placement_by_type.png
The bar under the picture is 50 um long. Fill, decap, tap and diode cells in gray.
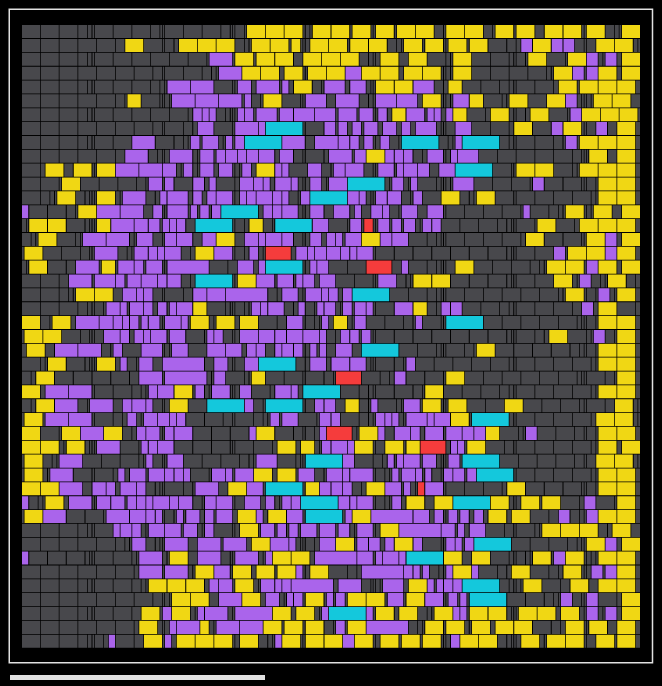
detail.png
Window x 6 to 56, y 71 to 121 um. Cells in gray, sequential cells in the stronger gray; small squares are vias.
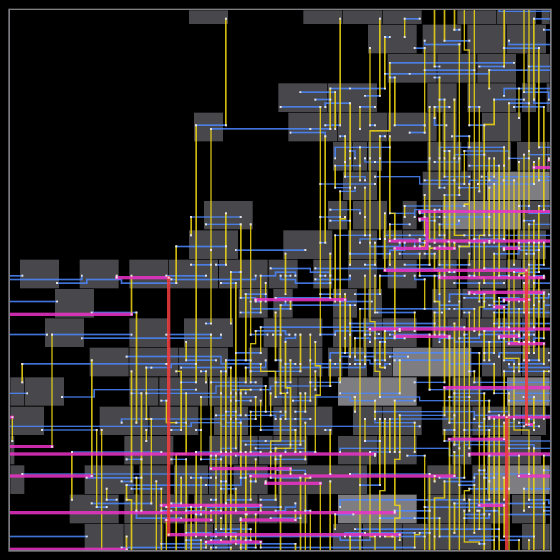
clocks.png
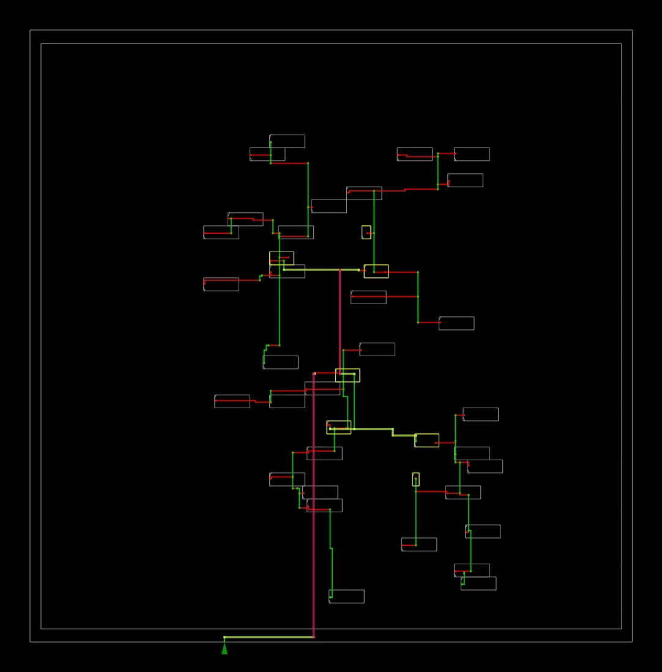
power_grid.png
Pins as bars on the die edge.
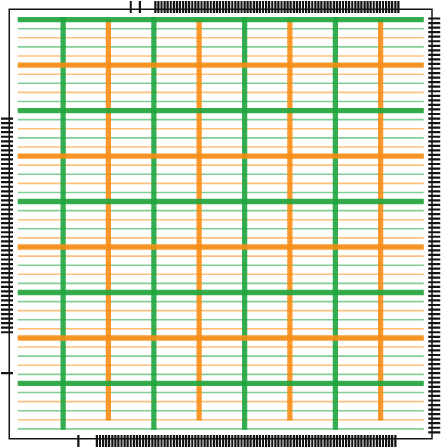
logic_types.png
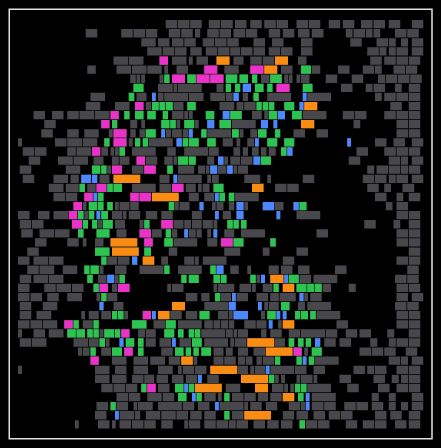
$ cat config.mk
export PLATFORM = sky130hd
export DESIGN_NAME = f_fetch_stage
export DESIGN_NICKNAME = d
export VERILOG_FILES = /design/src/rtl/f_fetch_stage.sv
export SDC_FILE = /design/constraint.sdc
export NUM_CORES = 1
export LEC_CHECK = 0
export CORE_AREA = 2 2 124 126
export CTS_BUF_LIST = sky130_fd_sc_hd__clkbuf_8
export DETAILED_ROUTE_END_ITERATION = 10
export DIE_AREA = 0 0 126 128
export PLACE_DENSITY = 0.89
export SETUP_SLACK_MARGIN = 0.3
export SLEW_MARGIN = 20
export SYNTH_ARGS = -nofsm -noshare
export SYNTH_HDL_FRONTEND = slang
export SYNTH_SLANG_ARGS = --single-unit
$ cat constraint.sdc
create_clock -name clk -period 3.8 [get_ports clk]
set_input_delay 0.38 -clock clk [delete_from_list [all_inputs] [get_ports clk]]
set_output_delay 0.38 -clock clk [all_outputs]
set_load 0.01 [all_outputs]
$ cat src/rtl/f_fetch_stage.sv
// Fetch stage of the five-stage MIPS pipeline.
// Holds the PC, selects the next PC, and splits the IM word into decode fields.
module f_fetch_stage #(
  parameter logic [31:0] RESET_PC   = 32'h0000_3000,
  parameter logic [31:0] HANDLER_PC = 32'h0000_4180,
  parameter logic [31:0] IM_BASE    = 32'h0000_3000,
  parameter logic [31:0] IM_LAST    = 32'h0000_6FFC,
  parameter logic [4:0]  EXC_ADEL   = 5'd4
) (
  input  logic        clk,
  input  logic        reset,
  input  logic        stall,
  input  logic        req,
  input  logic        eret,
  input  logic [31:0] epc,
  input  logic [1:0]  npc_sel,
  input  logic [31:0] D_PC,
  input  logic [15:0] D_imm_16,
  input  logic [25:0] D_imm_26,
  input  logic [31:0] jr_target,
  input  logic        D_is_bj,
  input  logic [31:0] instr,
  output logic [31:0] i_addr,
  output logic [31:0] F_PC,
  output logic [5:0]  F_op,
  output logic [5:0]  F_fuc,
  output logic [4:0]  F_rs,
  output logic [4:0]  F_rt,
  output logic [4:0]  F_rd,
  output logic [4:0]  F_shamt,
  output logic [15:0] F_imm_16,
  output logic [25:0] F_imm_26,
  output logic [4:0]  F_EXEcode,
  output logic        F_delay_op
);

  localparam logic [1:0] NPC_SEQ    = 2'd0;
  localparam logic [1:0] NPC_BRANCH = 2'd1;
  localparam logic [1:0] NPC_JUMP   = 2'd2;
  localparam logic [1:0] NPC_JR     = 2'd3;

  logic [31:0] pc_reg;
  logic [31:0] pc_next;
  logic [31:0] branch_off;
  logic        adel;
  logic        squash;
  logic        kill_fields;
  logic [31:0] instr_eff;

  assign branch_off = {{14{D_imm_16[15]}}, D_imm_16, 2'b00};

  always_comb begin
    pc_next = pc_reg + 32'd4;
    if (req) begin
      pc_next = HANDLER_PC;
    end else if (stall) begin
      pc_next = pc_reg;
    end else if (eret) begin
      pc_next = epc;
    end else begin
      case (npc_sel)
        NPC_BRANCH: pc_next = D_PC + 32'd4 + branch_off;
        NPC_JUMP:   pc_next = {D_PC[31:28], D_imm_26, 2'b00};
        NPC_JR:     pc_next = jr_target;
        NPC_SEQ:    pc_next = pc_reg + 32'd4;
        default:    pc_next = pc_reg + 32'd4;
      endcase
    end
  end

  always_ff @(posedge clk) begin
    if (reset) begin
      pc_reg <= RESET_PC;
    end else begin
      pc_reg <= pc_next;
    end
  end

  // An eret in D means the word now in F is on the wrong path with no delay slot.
  assign squash      = eret & ~stall;
  assign adel        = (pc_reg[1:0] != 2'b00) || (pc_reg < IM_BASE) || (pc_reg > IM_LAST);
  assign kill_fields = adel | squash;

  genvar gi;
  generate
    for (gi = 0; gi < 32; gi = gi + 1) begin : g_mask
      assign instr_eff[gi] = instr[gi] & ~kill_fields;
    end
  endgenerate

  assign i_addr     = pc_reg;
  assign F_PC       = pc_reg;
  assign F_op       = instr_eff[31:26];
  assign F_rs       = instr_eff[25:21];
  assign F_rt       = instr_eff[20:16];
  assign F_rd       = instr_eff[15:11];
  assign F_shamt    = instr_eff[10:6];
  assign F_fuc      = instr_eff[5:0];
  assign F_imm_16   = instr_eff[15:0];
  assign F_imm_26   = instr_eff[25:0];
  assign F_EXEcode  = (adel && !squash) ? EXC_ADEL : 5'd0;
  assign F_delay_op = D_is_bj & ~squash;

endmodule

==> ci_impl_report.md <==
### Flow metrics

| Metric | Value |
|---|---|
| Clk tree area frac | 0.932% |
| Status | finished, final reports clean |
| CP cell instances | clkdlybuf4s50_1, ha_1, ha_1, fa_1, a211oi_2, o21a_1, o21ai_1, a41o_1, a21boi_2, xnor2_1, mux4_2, a21o_1 |
| RSZ-0062 raised after global routing | no |
| Yosys stat chip area | between 5000 and 6000 sq um |
| Slowest stage delay, CP | 0.47 ns |
| Largest register FFs | 32 |
| Fin. max-slew vios | 0 |
| Critical Path Fanout Max | 5 |
| Post-route clock period utilization | between 80% and 90% |
| Root Buffer | clkbuf_8 |
| Final setup fails | 0 |
| First-pass DRT Iterations | 5 |
| Total CTS buffers | 5 |
| Mapped Area | 5490 sq um |
| Setup TNS | 0 ns |
| Critical register-to-register path endpoint | F_PC[18]$_SDFFE_PP0N_ |
| Antenna Nets Post-Route | 0 |
| Worst r2r src | F_PC[2]$_SDFFE_PP0N_ |
| Reg area | roughly 640 sq um |
| Avg WL per Cell | 20.0 um |
| Chip area | 16100 sq um |
| Clock transition at path regs | around 0.07 ns |
| Unique cell types | 70 |
| Crit Path Class | in -> reg |
| Cts hold-fix bufs | 0 |
| Hold Path Depth | 2 |
| H-tree depth | 2 |
| Fin crit period | between 3 and 4 ns |
| Gpl congestion | 0.967 |
| Synth warn | 0 |
| Non-clock buffer total of the final layout | between 300 and 400 |
| Largest area contributor in the netlist | ha_1 |
| Setup crit end kind | flop |
| Hold_sp | F_PC[3]$_SDFFE_PP0N_ |
| Largest class | combinational gates |
| Max-cap violations | 0 |
| Ports | between 300 and 400 |
| Post-CTS Setup Bufs | 0 |
| Multi-input gate count | approximately 550 |
| Synthesized registers | 32 |
| Final hold viol count | 0 |
| Non-Filler Instances | 1126 |
| Fillers | 1356 |
| Worst setup endpoint | F_PC[17]$_SDFFE_PP0N_ |
| Inverter count | 18 |
| Critical path launch point | D_imm_16[1] |
| Fp_density | 37.0% |
| Largest net degree at the start of global routing | 36 |
| Post-synth EDFFs | 0 |
| Via count of the first global-routing pass | 6162 |
| Via density | 5.66 |
| Dominant flop cell | dfxtp_1 |
| Pwr Density | approximately 200 nW/um^2 |
| Worst Reg-to-Reg Cells | 9 |
| Max Clock Freq | slightly above 300 MHz |
| Top cells by count | buf_4 (78), nand2_1 (59), ha_1 (58) |
| Startpoint types | input port |
| Pwr Total | 1690 uW |
## Picture notes: placement_by_type.png
class	color	cells	share of their area
clock drivers and dummy loads	red	7	0.96%
sequential cells	cyan	32	7.9%
combinational and other logic	purple	564	50%
remaining buffers and delay cells	yellow	334	41%
row count: 45
Seq area share: 7.70%
final core occ: 56.0%

## Picture notes: detail.png
layer	color
metal 1	blue
metal 2	yellow
metal 4	red
metal 3	magenta
most frequent	ha_1 (24), clkdlybuf4s50_1 (22), nand2_1 (12)
netlist names of flops here include	F_PC (7)
cells with their middle in the window	155
sequential cells in the window	7

## Picture notes: clocks.png
clk_buf instances: 5
flop count: 32
Fin Clk Skew: 0.00752 ns
CTS sink cnt: 32
Skew-Pair Late Insertion Delay: 0.29 ns

## Picture notes: power_grid.png
net	color
VDD	orange
VSS	green
met4 straps	8
rows	45
met1 rails	46
met5 straps	9

## Picture notes: logic_types.png
family	color	cells	most used
aoi and oai cells	green	160	a21oi_1
nor cells	blue	62	nor2_1
non-inverting ao/oa cells	magenta	37	a21o_1
mux cells	orange	25	mux4_2

-- metrics by stage --
stage	setup WS (ns)	instance area (sq um)	util, %	hold slack, ns
6_report	0.486	8320	56.0	0.604
5_1_grt	0.346	8320	56.0	0.667
4_1_cts	0.434	8320	56.0	0.591
3_5_place_dp	0.145	8240	55.4	0.572
3_3_place_gp	0.205	8240	55.4	0.559
2_1_floorplan	0.773	5510	-	0.449
-- report_power, final --
| group | switching (uW) | internal, uW | leakage, uW |
|---|---|---|---|
| Sequential | 41.3 | 353 | 0.000262 |
| Combinational | 478 | 556 | 0.00307 |
| Clock | 139 | 122 | 0.0000452 |
-- cells in the final DEF, fill, tap and decap left out, types with 8 or more instances in the layout --
cell	count
dfxtp_1	32
mux2_2	8
clkdlybuf4s50_1	315
a21oi_1	46
o21ai_0	38
ha_1	58
a21o_1	14
xor2_1	20
nor4_1	8
nand2_1	59
xnor2_1	29
o21ai_1	8
mux4_2	10
and3_1	38
nor3_1	9
nor2_1	38
nand4_1	14
inv_1	18
buf_4	17
a221oi_1	8
nand3_1	16
-- metal layers --
layer  global-route usage, %  wire, um  share of wire (%)
met4                    11.6       901                4.0
met3                    5.51      1970                8.8
met5                       0        13              0.058
met2                    47.5     11200                 50
met1                    30.9      8420                 37
-- cell families after synthesis --
logic type               count (synthesis)  share of synthesized area (%)
XOR/XNOR                                49                           7.81
other                                    1                         0.0683
buffers and inverters                  132                           15.7
multiplexers                            25                           7.01
AND-OR/OR-AND                          197                           24.3
AND/OR/NAND/NOR                        212                           19.8
flip-flops                              32                           11.7
adder cells (fa/ha/maj)                 59                           13.6
-- critical path, delay by kind of cell --
family	cells	cell delay (ns)
AND-OR/OR-AND	6	1.21
adder cells (fa/ha/maj)	3	0.91
buffers and inverters	1	0.47
multiplexers	1	0.45
XOR/XNOR	1	0.08
Power and IR drop assume default switching activity.
